$ cat src/rtl/tlb_walk_arb.sv
// Arbitrates ITLB/DTLB miss walks onto a single page-table walker and returns
// the walk result on a shared refill bus. A walk is killed by a TLB invalidate while it is in flight.
module tlb_walk_arb #(
  parameter bit RR_EN = 1'b1
) (
  input  logic        clk,
  input  logic        reset,
  input  logic        i_req,
  input  logic [31:0] i_ea,
  output logic        i_ack,
  output logic        i_load,
  input  logic        d_req,
  input  logic [31:0] d_ea,
  output logic        d_ack,
  output logic        d_load,
  output logic [2:0]  fault,
  output logic [31:0] new_ea,
  output logic [31:0] new_pa,
  output logic [1:0]  new_pp,
  output logic        new_Kp,
  output logic        new_Ks,
  output logic        new_cacheable,
  input  logic        tlbi,
  output logic        ptw_req,
  output logic [31:0] ptw_ea,
  input  logic        ptw_done,
  input  logic        ptw_valid,
  input  logic [2:0]  ptw_fault,
  input  logic [31:0] ptw_pa,
  input  logic [1:0]  ptw_pp,
  input  logic        ptw_Kp,
  input  logic        ptw_Ks,
  input  logic        ptw_cacheable
);
  localparam logic [2:0] MMU_FAULT_NONE = 3'd0;

  typedef enum logic [1:0] {IDLE, WALK, RESP} state_t;

  typedef struct packed {
    logic        valid;
    logic [2:0]  fault;
    logic [31:0] pa;
    logic [1:0]  pp;
    logic        kp;
    logic        ks;
    logic        cacheable;
  } walk_res_t;

  state_t    state, nxt;
  walk_res_t res;
  logic      gnt_d, last_d, kill, drop;
  logic      gnt_req, pick_d, ack, load;

  // last_d resets to 0 (I granted last), so first contention goes to D
  assign pick_d  = d_req && (!i_req || !RR_EN || !last_d);
  assign gnt_req = gnt_d ? d_req : i_req;

  always_comb begin
    nxt = state;
    case (state)
      IDLE:    if (i_req || d_req) nxt = WALK;
      WALK:    if (ptw_done) nxt = RESP;
      RESP:    nxt = IDLE;
      default: nxt = IDLE;
    endcase
  end

  always_ff @(posedge clk or negedge reset) begin
    if (!reset) begin
      state  <= IDLE;
      gnt_d  <= 1'b0;
      last_d <= 1'b0;
      kill   <= 1'b0;
      drop   <= 1'b0;
      ptw_ea <= '0;
      res    <= '0;
    end else begin
      state <= nxt;
      case (state)
        IDLE: if (i_req || d_req) begin
          gnt_d  <= pick_d;
          last_d <= pick_d;
          ptw_ea <= pick_d ? d_ea : i_ea;
          kill   <= 1'b0;
          drop   <= 1'b0;
        end
        WALK: begin
          if (tlbi) kill <= 1'b1;
          if (!gnt_req) drop <= 1'b1;
          if (ptw_done)
            res <= '{valid: ptw_valid, fault: ptw_fault, pa: ptw_pa, pp: ptw_pp,
                     kp: ptw_Kp, ks: ptw_Ks, cacheable: ptw_cacheable};
        end
        default: ;
      endcase
    end
  end

  // A requester that let go at any point during the walk gets no ack, but
  // the refill still happens so the TLB benefits from the work.
  assign ptw_req = (state == WALK);
  assign ack     = (state == RESP) && gnt_req && !drop;
  assign load    = (state == RESP) && res.valid && !kill;

  assign i_ack  = ack && !gnt_d;
  assign d_ack  = ack && gnt_d;
  assign i_load = load && !gnt_d;
  assign d_load = load && gnt_d;
  assign fault  = (ack && !kill && !res.valid) ? res.fault : MMU_FAULT_NONE;

  assign new_ea        = load ? ptw_ea : '0;
  assign new_pa        = load ? res.pa : '0;
  assign new_pp        = load ? res.pp : '0;
  assign new_Kp        = load && res.kp;
  assign new_Ks        = load && res.ks;
  assign new_cacheable = load && res.cacheable;
endmodule

$ cat config.mk
export PLATFORM = sky130hd
export DESIGN_NAME = tlb_walk_arb
export DESIGN_NICKNAME = d
export VERILOG_FILES = /design/src/rtl/tlb_walk_arb.sv
export SDC_FILE = /design/constraint.sdc
export NUM_CORES = 1
export LEC_CHECK = 0
export ABC_CLOCK_PERIOD_IN_PS = 1900
export CORE_MARGIN = 1
export CORE_UTILIZATION = 39
export DETAILED_ROUTE_END_ITERATION = 10
export PLACE_DENSITY = 0.8
export SYNTH_ARGS = -nofsm -noshare
export SYNTH_HDL_FRONTEND = slang
export SYNTH_SLANG_ARGS = --single-unit
$ cat constraint.sdc
create_clock -name clk -period 1.9 [get_ports clk]
set_input_delay 0.38 -clock clk [delete_from_list [all_inputs] [get_ports clk]]
set_output_delay 0.38 -clock clk [all_outputs]
set_load 0.01 [all_outputs]
==> images/closeup.png <==
The bar under the picture is 5 µm long. Region (68, 68) to (88, 88) µm. Cells in grey, sequential cells in the stronger grey; small squares are vias.
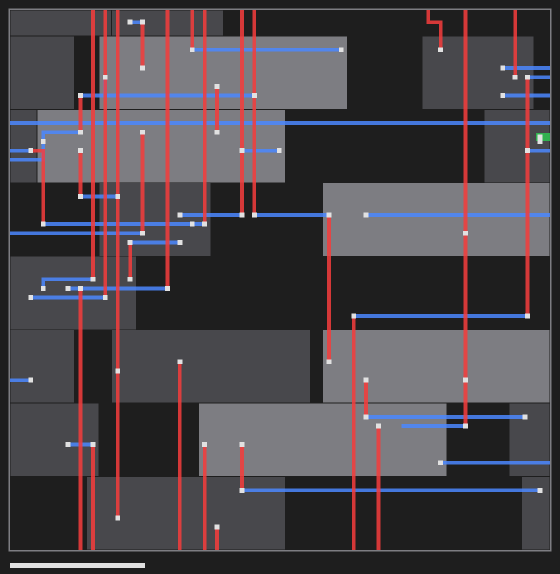
layer	colour
M3	green
M1	blue
M2	red
netlist names of flops here include	ptw_ea (5)
sequential cells in the window	5
most frequent	dfrtp_1 (5), mux2_2 (2), buf_12 (2)
cells with their middle in the window	12

==> images/congestion_map.png <==
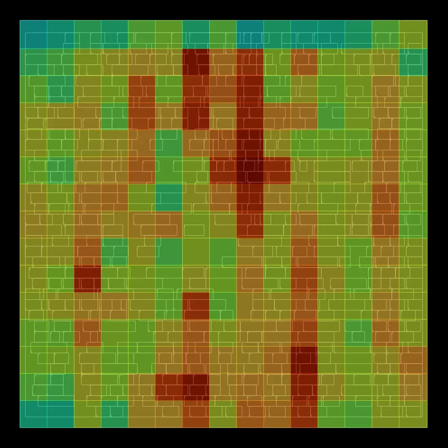
met1 Resource Use GR: 27.2%
GR peak layer: met2

==> images/m1.png <==
The bar under the picture is 20 µm long. Cells faint in the background.
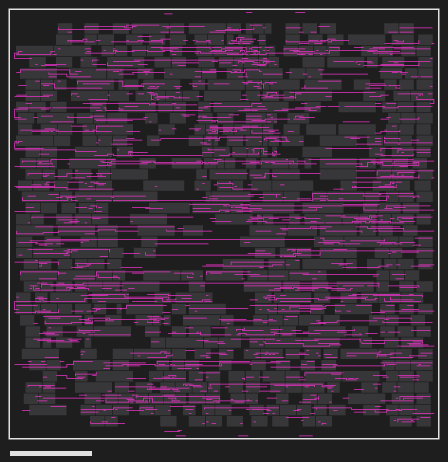
wire length on this layer	4960 µm
nets with wire on the layer	557
main direction	horizontal
share of all routed wire	38%
Via Count: 3370
drt total wl: 13.0 mm

==> flow_summary.yaml <==
# generated from flow reports
finish:
  final_util_pct: 74.0
  drive_above_1_share_pct: 55.9
  fin_area_mm2: 0.00734
  nets: 662
  regMostFlops: "res"
  biggestCellCategory: "non-clock buffers"
  nFillCells: 681
  largest_reg_flops: 41
  n_all_buffers: 259
  area_share_nonclk_buffers_pct: 38.7
  final_common_cell: "clkdlybuf4s50_1"
global_routing:
  grt_max_degree: 45
  grtUsageTotal_pct: 23.6
  grtUsageMet2_pct: 41.2
  use_met3_pct: 6.61
logic_synthesis:
  mux_area_share_pct: 32.3
  synth_top_area_share_pct: 48.3
  yosysTopAreaCell: "dfrtp_1"
  ys_sh_aoi_pct: 1.86
  ys_types: 26
  syn-cell-area_mm2: 0.00404
  ys_sh_xor_pct: 0
  synth-adder-area-share_pct: 0
  fp_nets: 411
  synth.area.top_cells: "dfrtp_1 (48%), mux2_2 (21%), and2_1 (11%), mux2_4 (11%), buf_6 (2.0%)"
  yosys_area_mm2: 0.00404
critical_path:
  crit_path_start: "state[0]"
  cp_top_family: "simple AND/OR/NAND/NOR gates"
  crit_fanout: 5
  worst_path_largest_cell_delay_ns: 0.38
  reg2reg_slack_ns: 0.15
  path_depth: 7
  crit_buf_inv: 4
  endpoint: "new_pa[23]"
timing:
  relSlewSlack_pct: 77.7
  fin_skew_ns: 0.0114
  setup_viol: 74
  layout_setup_ws_ns: -0.258
  tightestPinTransition_ns: 0.331
die:
  row_count: 36
  initial_core_util_pct: 40.8
clock_network:
  worstSkewPairLatency_ns: 0.34
  holdBufCountCts: 1
  cts_setup_buffers: 6
  cts_resized: 322
route:
  vias_per_cell: 4.89
  wl_met1_mm: 4.96
  wl_per_cell_um: 18.8
  drc: 0
power_and_ir_drop:
  p_seq_uw: 3080
  total_power_uw: 8740
  ir_worst_vdd_mv: 0.700
  p_sw_share_pct: 30.0
  powerComb_uw: 4110
  p_int_uw: 6120
  switchingPower_uw: 2620
worst_hold_path:
  hp-class: "primary input to asynchronous set/reset pin"
flow_run:
  warning_count: 28
outcome:
  violations: "setup timing"
  outcome: "complete, but fails checks"
placement:
  pre_cts_ws_ns: -0.566
  routabilityCongestion: 0.766
  dp.cells: 652
